[src/rtl/issue_unit.sv]
// issue_unit: Tomasulo-style issue stage with an 8-entry ROB, four reservation stations and in-order commit.
// Build option ISSUE_TRACE_EN adds a simulation-only trace line for every issued instruction.
module issue_unit (
    input  logic        clk1,
    input  logic        rst,
    input  logic        in_valid,
    input  logic [3:0]  func,
    input  logic [3:0]  rs1,
    input  logic [3:0]  rs2,
    input  logic [3:0]  rd,
    input  logic        cdb_valid,
    input  logic [2:0]  cdb_tag,
    input  logic [15:0] cdb_data,
    input  logic [3:0]  dbg_ent_sel,
    output logic        issue_ok,
    output logic        stall,
    output logic [2:0]  issue_tag,
    output logic [1:0]  issue_class,
    output logic        src1_rdy,
    output logic        src2_rdy,
    output logic [15:0] src1_val,
    output logic [15:0] src2_val,
    output logic [2:0]  src1_tag,
    output logic [2:0]  src2_tag,
    output logic        commit_valid,
    output logic [3:0]  commit_rd,
    output logic [15:0] commit_data,
    output logic [2:0]  dbg_head_p,
    output logic [2:0]  dbg_tail_p,
    output logic [3:0]  dbg_rob_count,
    output logic [11:0] dbg_rs_busy,
    output logic [15:0] dbg_reg_busy,
    output logic        dbg_ent_rdy1,
    output logic        dbg_ent_rdy2,
    output logic [15:0] dbg_ent_val1,
    output logic [15:0] dbg_ent_val2
);
    typedef struct packed {
        logic        busy;
        logic        ready;
        logic [3:0]  dest;
        logic        writes_reg;
        logic [15:0] value;
    } rob_t;

    typedef struct packed {
        logic        busy;
        logic [3:0]  func;
        logic        rdy1;
        logic        rdy2;
        logic [15:0] val1;
        logic [15:0] val2;
        logic [2:0]  tag1;
        logic [2:0]  tag2;
        logic [2:0]  rob_tag;
    } rs_t;

    typedef struct packed {
        logic        rdy;
        logic [15:0] val;
        logic [2:0]  tag;
    } opnd_t;

    typedef struct packed {
        logic        ok;
        logic [2:0]  tag;
        logic [1:0]  cls;
        opnd_t       s1;
        opnd_t       s2;
    } iss_out_t;

    typedef struct packed {
        logic        valid;
        logic [3:0]  rd;
        logic [15:0] data;
    } com_out_t;

    // Stations share one array: add/sub 0-2, mul/div 3-5, load/store 6-9, branch 10-11.
    rob_t        rob_q [8];
    rob_t        rob_d [8];
    rs_t         rs_q [12];
    rs_t         rs_d [12];
    logic [15:0] regbank_q [16];
    logic [15:0] regbank_d [16];
    logic [2:0]  stat_tag_q [16];
    logic [2:0]  stat_tag_d [16];
    logic [15:0] stat_busy_q, stat_busy_d;
    logic [2:0]  head_q, head_d, tail_q, tail_d;
    logic [3:0]  count_q, count_d;
    iss_out_t    iss_q, iss_d;
    com_out_t    com_q, com_d;

    logic        legal, wr_reg, free_found, can_issue, do_commit;
    logic [1:0]  cls;
    logic [3:0]  free_idx, r;
    logic [2:0]  st;
    opnd_t       op [2];
    int          lo, hi;

    always_comb begin
        legal = 1'b1;
        cls   = 2'd0;
        case (func)
            4'd0, 4'd1: cls = 2'd0;
            4'd2, 4'd3: cls = 2'd1;
            4'd4, 4'd5: cls = 2'd2;
            4'd6, 4'd7: cls = 2'd3;
            default:    legal = 1'b0;
        endcase
        wr_reg = (func <= 4'd4);
        case (cls)
            2'd0:    begin lo = 0;  hi = 2;  end
            2'd1:    begin lo = 3;  hi = 5;  end
            2'd2:    begin lo = 6;  hi = 9;  end
            default: begin lo = 10; hi = 11; end
        endcase
        free_found = 1'b0;
        free_idx   = 4'd0;
        for (int i = 11; i >= 0; i--) begin
            if (i >= lo && i <= hi && !rs_q[i].busy) begin
                free_found = 1'b1;
                free_idx   = 4'(i);
            end
        end
        can_issue = in_valid && legal && (count_q < 4'd8) && free_found;
        stall     = in_valid && legal && !can_issue;
        do_commit = rob_q[head_q].busy && rob_q[head_q].ready;

        // Operands see the mapping before this instruction renames rd.
        r     = '0;
        st    = '0;
        op[0] = '0;
        op[1] = '0;
        for (int k = 0; k < 2; k++) begin
            r = (k == 0) ? rs1 : rs2;
            op[k].rdy = 1'b1;
            op[k].val = regbank_q[r];
            op[k].tag = 3'd0;
            if (stat_busy_q[r]) begin
                st = stat_tag_q[r];
                if (rob_q[st].ready) begin
                    op[k].val = rob_q[st].value;
                end else if (cdb_valid && cdb_tag == st) begin
                    op[k].val = cdb_data;
                end else begin
                    op[k].rdy = 1'b0;
                    op[k].val = 16'd0;
                    op[k].tag = st;
                end
            end
        end
        if (func == 4'd4) op[1] = '{rdy: 1'b1, val: 16'd0, tag: 3'd0};

        rob_d       = rob_q;
        rs_d        = rs_q;
        regbank_d   = regbank_q;
        stat_busy_d = stat_busy_q;
        stat_tag_d  = stat_tag_q;
        head_d      = head_q;
        tail_d      = tail_q;
        if (cdb_valid) begin
            if (rob_q[cdb_tag].busy) begin
                rob_d[cdb_tag].ready = 1'b1;
                rob_d[cdb_tag].value = cdb_data;
            end
            for (int i = 0; i < 12; i++) begin
                if (rs_q[i].busy) begin
                    if (!rs_q[i].rdy1 && rs_q[i].tag1 == cdb_tag) begin
                        rs_d[i].rdy1 = 1'b1;
                        rs_d[i].val1 = cdb_data;
                    end
                    if (!rs_q[i].rdy2 && rs_q[i].tag2 == cdb_tag) begin
                        rs_d[i].rdy2 = 1'b1;
                        rs_d[i].val2 = cdb_data;
                    end
                    if (rs_q[i].rob_tag == cdb_tag) rs_d[i].busy = 1'b0;
                end
            end
        end

        com_d       = com_q;
        com_d.valid = do_commit;
        if (do_commit) begin
            rob_d[head_q].busy  = 1'b0;
            rob_d[head_q].ready = 1'b0;
            if (rob_q[head_q].writes_reg) begin
                regbank_d[rob_q[head_q].dest] = rob_q[head_q].value;
                if (stat_busy_q[rob_q[head_q].dest] && stat_tag_q[rob_q[head_q].dest] == head_q)
                    stat_busy_d[rob_q[head_q].dest] = 1'b0;
            end
            head_d     = head_q + 3'd1;
            com_d.rd   = rob_q[head_q].dest;
            com_d.data = rob_q[head_q].value;
        end

        // Issue is applied last so a same-cycle rename overrides the commit's status clear.
        iss_d    = iss_q;
        iss_d.ok = can_issue;
        if (can_issue) begin
            rob_d[tail_q] = '{busy: 1'b1, ready: 1'b0, dest: rd, writes_reg: wr_reg, value: 16'd0};
            rs_d[free_idx] = '{busy: 1'b1, func: func, rdy1: op[0].rdy, rdy2: op[1].rdy,
                               val1: op[0].val, val2: op[1].val, tag1: op[0].tag,
                               tag2: op[1].tag, rob_tag: tail_q};
            if (wr_reg) begin
                stat_busy_d[rd] = 1'b1;
                stat_tag_d[rd]  = tail_q;
            end
            tail_d    = tail_q + 3'd1;
            iss_d.tag = tail_q;
            iss_d.cls = cls;
            iss_d.s1  = op[0];
            iss_d.s2  = op[1];
        end
        count_d = count_q + {3'd0, can_issue} - {3'd0, do_commit};
    end

    always_ff @(posedge clk1) begin
        if (rst) begin
            head_q      <= 3'd0;
            tail_q      <= 3'd0;
            count_q     <= 4'd0;
            stat_busy_q <= 16'd0;
            iss_q       <= '0;
            com_q       <= '0;
            for (int i = 0; i < 8; i++) rob_q[i] <= '0;
            for (int i = 0; i < 12; i++) rs_q[i] <= '0;
            for (int i = 0; i < 16; i++) begin
                regbank_q[i]  <= 16'(i);
                stat_tag_q[i] <= 3'd0;
            end
        end else begin
            head_q      <= head_d;
            tail_q      <= tail_d;
            count_q     <= count_d;
            stat_busy_q <= stat_busy_d;
            iss_q       <= iss_d;
            com_q       <= com_d;
            rob_q       <= rob_d;
            rs_q        <= rs_d;
            regbank_q   <= regbank_d;
            stat_tag_q  <= stat_tag_d;
        end
    end

`ifdef ISSUE_TRACE_EN
    always_ff @(posedge clk1) begin
        if (!rst && can_issue)
            $display("issue: func=%0d rs1=%0d rs2=%0d rd=%0d", func, rs1, rs2, rd);
    end
`else
    // Default build carries no trace logic.
`endif

    always_comb begin
        dbg_rs_busy = '0;
        for (int i = 0; i < 12; i++) dbg_rs_busy[i] = rs_q[i].busy;
    end

    assign issue_ok      = iss_q.ok;
    assign issue_tag     = iss_q.tag;
    assign issue_class   = iss_q.cls;
    assign src1_rdy      = iss_q.s1.rdy;
    assign src1_val      = iss_q.s1.val;
    assign src1_tag      = iss_q.s1.tag;
    assign src2_rdy      = iss_q.s2.rdy;
    assign src2_val      = iss_q.s2.val;
    assign src2_tag      = iss_q.s2.tag;
    assign commit_valid  = com_q.valid;
    assign commit_rd     = com_q.rd;
    assign commit_data   = com_q.data;
    assign dbg_head_p    = head_q;
    assign dbg_tail_p    = tail_q;
    assign dbg_rob_count = count_q;
    assign dbg_reg_busy  = stat_busy_q;
    assign dbg_ent_rdy1  = rs_q[dbg_ent_sel].rdy1;
    assign dbg_ent_rdy2  = rs_q[dbg_ent_sel].rdy2;
    assign dbg_ent_val1  = rs_q[dbg_ent_sel].val1;
    assign dbg_ent_val2  = rs_q[dbg_ent_sel].val2;
endmodule

[config.mk]
export PLATFORM = sky130hd
export DESIGN_NAME = issue_unit
export DESIGN_NICKNAME = d
export VERILOG_FILES = /design/src/rtl/issue_unit.sv
export SDC_FILE = /design/constraint.sdc
export NUM_CORES = 2
export LEC_CHECK = 0
export ABC_AREA = 0
export CELL_PAD_IN_SITES_DETAIL_PLACEMENT = 2
export CELL_PAD_IN_SITES_GLOBAL_PLACEMENT = 2
export CORE_MARGIN = 5
export CORE_UTILIZATION = 40
export CTS_CLUSTER_DIAMETER = 30
export CTS_CLUSTER_SIZE = 30
export DETAILED_ROUTE_END_ITERATION = 8
export PLACE_DENSITY_LB_ADDON = 0.1
export SYNTH_ARGS = -nofsm -noshare
export SYNTH_HDL_FRONTEND = slang
export SYNTH_SLANG_ARGS = --single-unit
[constraint.sdc]
create_clock -name clk1 -period 6.3 [get_ports clk1]
set_input_delay 1.89 -clock clk1 [delete_from_list [all_inputs] [get_ports clk1]]
set_output_delay 1.89 -clock clk1 [all_outputs]
set_load 0.01 [all_outputs]
### Cell sizes after repair

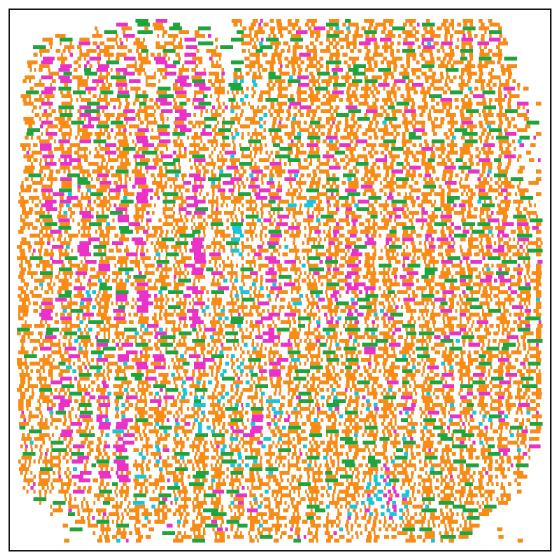
size	colour	cells	share	most used
_0 and _1 cells	orange	4975	78%	dfxtp_1
_3 and _4 cells	cyan	278	4.3%	buf_4
_2 cells	magenta	685	11%	mux4_2
_6 and larger	green	474	7.4%	clkbuf_16
cell area after layout: 72680 µm²
area delta synth->final: 25.84%
Final WS setup: 0.3208 ns

### Clock routing

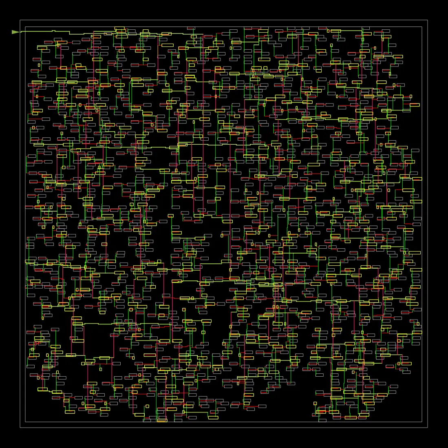
Clk power: 17.0 mW
Flop Count: 1109
CTS Buf Count: 329
Late-Pin Clk Latency: 0.91 ns

### M2 wires

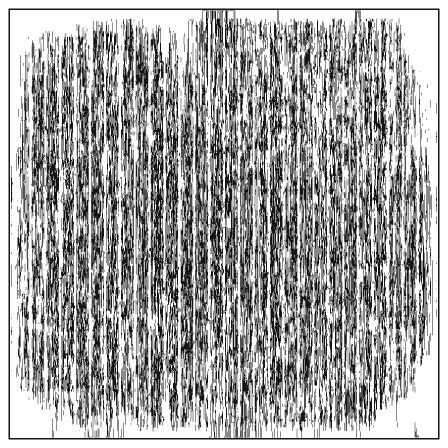
wire length on this layer	130 mm
longest straight run	164 µm
nets with wire on the layer	5807
share of all routed wire	50%
main direction	vertical
Routed Wire Length: 259200 µm
vias post-DR: 53070
grt met2 use: 58.62%

### Placed cells, one colour a class

Scale bar: 100 µm. Fill, decap, tap and diode cells in grey.
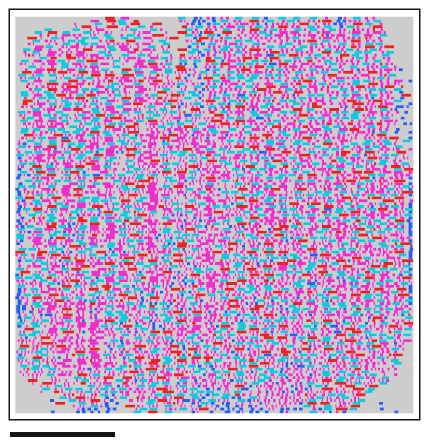
class	colour	cells
clock drivers and dummy loads	red	578
other buffers and delay cells	blue	431
flops	cyan	1109
combinational and other logic	magenta	4294

==> run_results.csv <==
group,metric,value,unit
timing,max_slew.worst_pin.slew,1.351,ns
floorplanning,initCoreUtil,40.25,%
cells_and_area,final_core_util,50.66,%
drt,met1_length,106100,µm
setup_path,max_stage_delay,0.73,ns
min_path,holdPathEnd,"src2_tag[0]",
drt,wire_per_inst,31.16,µm
pwr,switching_power,5.995,mW
clock_tree,clk_pin_slew_worst_paths,0.04,ns
setup_path,worstRegToRegCells,11,
pwr,clkPwrFrac,66.0,%
grt,grt_start_max_net_pins,183,
setup_path,cp_num_cells,8,
setup_path,crit_family,"buffers and inverters",
cells_and_area,comb_area_share,45.00,%
logic_synthesis,synth_stat.cells,6116,
cells_and_area,largestClassByArea,"combinational gates",
logic_synthesis,postSynthCellCount,6116,
drt,drt_iter0_markers,3489,
min_path,hp-class,"reg -> reg",
clock_tree,cts_tree,"yes",
logic_synthesis,ys_ff,1109,
grt,grt_pass1_vias,59370,
place,place_area,61400,µm²
setup_path,crit_path_end_kind,"primary output",
setup_path,r2r_slack,1.85,ns
drt,top_layer_used,"met5",
timing,tns,0,ns
cells_and_area,layout.nonclk_buf_share,5.293,%
min_path,hp-start,"src2_tag[0]",
floorplanning,die_area,152100,µm²
logic_synthesis,syn_area_per_cell,9.444,µm²
grt,grt_busiest_layer,"met2",
cells_and_area,n_fill_cell,14410,
place,post-dp-hpwl,151100,µm
timing,fmax,167.2,MHz
clock_tree,hold_buffers,0,
pwr,p_int,19.70,mW
clock_tree,htreeDepth,5,
logic_synthesis,flop_cell,"dfxtp_1",
timing,hold_ws,0.4538,ns
logic_synthesis,yosysTopAreaCell,"dfxtp_1",
drt,wl_met2,130300,µm
cells_and_area,comb_cells,4227,
timing,rsz0062_at_grt,"no",
grt,antenna_found_initial,6,
clock_tree,post-cts-setup-buffers,0,
grt,grt_pass1_wl,386700,µm
outcome,outcome,"completed",
logic_synthesis,yosysSeqAreaShare,38.44,%
timing,finalCriticalPeriod,5.979,ns
cells_and_area,non_clock_inverter_count,67,
grt,use_met3,4.776,%
cells_and_area,largest_reg_flops,516,
cells_and_area,n_clock_buffer,449,
setup_path,reg2reg_to,"dbg_reg_busy[8]",
setup_path,worstPathArrival,4.09,ns
cells_and_area,instances_no_fill,8318,
cells_and_area,diodes,3,
pwr,pg_comb,1.49,mW
cells_and_area,comb_area,32710,µm²
logic_synthesis,topCellsByArea,"dfxtp_1 38%, mux4_2 15%, a211oi_1 8.5%, mux2i_1 6.1%, nand2_1 4.1%",
grt,grt.overflow.total,0,
timing,drv_slew,0,
pwr,p_per_area,353.5,nW/µm²
logic_synthesis,synth-edff-count,0,
setup_path,critical_path.startpoint,"func[1]",
grt,use_met1,40.04,%
flow_run,tool_warnings,45,
logic_synthesis,simple_gate_share,14.19,%
floorplanning,boundaryPins,183,
logic_synthesis,aoi_share,18.71,%
pwr,swShare,23.33,%
cells_and_area,reg_top3,"rs_q x516, regbank_q x256, rob_q x184",
logic_synthesis,ys_sh_adder,0.1646,%
drt,detail_route.first_pass.iterations,5,
pwr,combinationalPowerShare,5.8,%
setup_path,critPathKind,"in -> out",
cells_and_area,regMostFlops,"rs_q",
pwr,seqPwrFrac,28.1,%
drt,drc_errors,0,
logic_synthesis,ys_types,74,
place,dp.cells,7737,
pwr,power-top-group,"clock",
drt,routed-wl-met3,12030,µm
floorplanning,taps,1903,
logic_synthesis,ys_warn_count,0,
logic_synthesis,ys_sh_mux,21.22,%
place,gp_congestion,0.8495,
drt,viasPerCell,6.380,
floorplanning,core.rowCount,139,
logic_synthesis,fp_nets,6166,
clock_tree,clock_tree.root_cell,"clkbuf_16",
place,io_buffer_count,182,
cells_and_area,n_all_buffers,431,
setup_path,cp_max_fo,13,
cells_and_area,drive_above_1_share,22.41,%
logic_synthesis,synth_area,57760,µm²
floorplanning,die_x,390.0,µm
grt,grtUsageTotal,33.04,%
setup_path,critical-path-slowest-cell,"clkdlybuf4s50_1",
logic_synthesis,synthArstFlopShare,0,%
timing,relSlewSlack,9.622,%
pwr,ir_drop,0.0002691,V
timing,setup_viol,0,
pwr,power.total,25.70,mW
cells_and_area,lay_top_count,"dfxtp_1",
setup_path,worstPathCellList,"clkdlybuf4s50_1 > nor2_1 > a21oi_1 > o22ai_1 > nand2b_1 > o21a_4 > nor2_1 > clkdlybuf4s50_1",
setup_path,setup.worst_path.end,"stall",
floorplanning,design.core.area,143500,µm²
drt,detail-route-antenna-nets,0,
setup_path,cp.required,4.41,ns
cells_and_area,nNetsFinal,6215,
logic_synthesis,yosys_area,57760,µm²
logic_synthesis,ys_sh_xor,1.820,%
setup_path,r2r_start,"dbg_head_p[0]",
setup_path,startpoint_type,"input pin",
timing,timing_hold_violations_final,0,
logic_synthesis,top_cell_area_share,38.44,%
cells_and_area,seq_area_share,30.55,%
floorplanning,die_y,390.0,µm
timing,finClkSkew,0.05800,ns
cells_and_area,regArea,22210,µm²
place,place_ws,0.3548,ns
min_path,holdPathStages,2,
pwr,total_leakage_power,25.08,nW
clock_tree,cts_max_path_buffers,4,
timing,finalClockPeriodUsage,94.91,%
setup_path,crit_buf_inv,2,
flow_run,cap_violations,0,
-- Yosys cell counts (16+ instances only) --
cell and count:
mux2_2 22, nand3b_1 50, nand4_1 16, nand2b_1 24
clkbuf_1 561, a211o_1 34, xnor2_1 45, mux2i_1 353
inv_1 64, xor2_1 75, a211oi_1 655, a211oi_2 60
buf_2 57, nor2_2 36, nor2b_1 230, or2_2 35
nor2_1 591, and3_1 22, a21oi_1 383, buf_1 67
dfxtp_1 1109, nand3_1 45, mux4_2 374, a31oi_1 23
o22ai_1 40, nor3_1 39, o21ai_0 193, nand2_1 627
a311oi_1 83
-- tightest hold or removal path, stage by stage, from the launching register on --
cell and delay [ns]:
dfxtp_1 0.30, nand2_1 0.05, a21oi_1 0.05
No activity file was given, so power comes from the tool's default toggle rates.
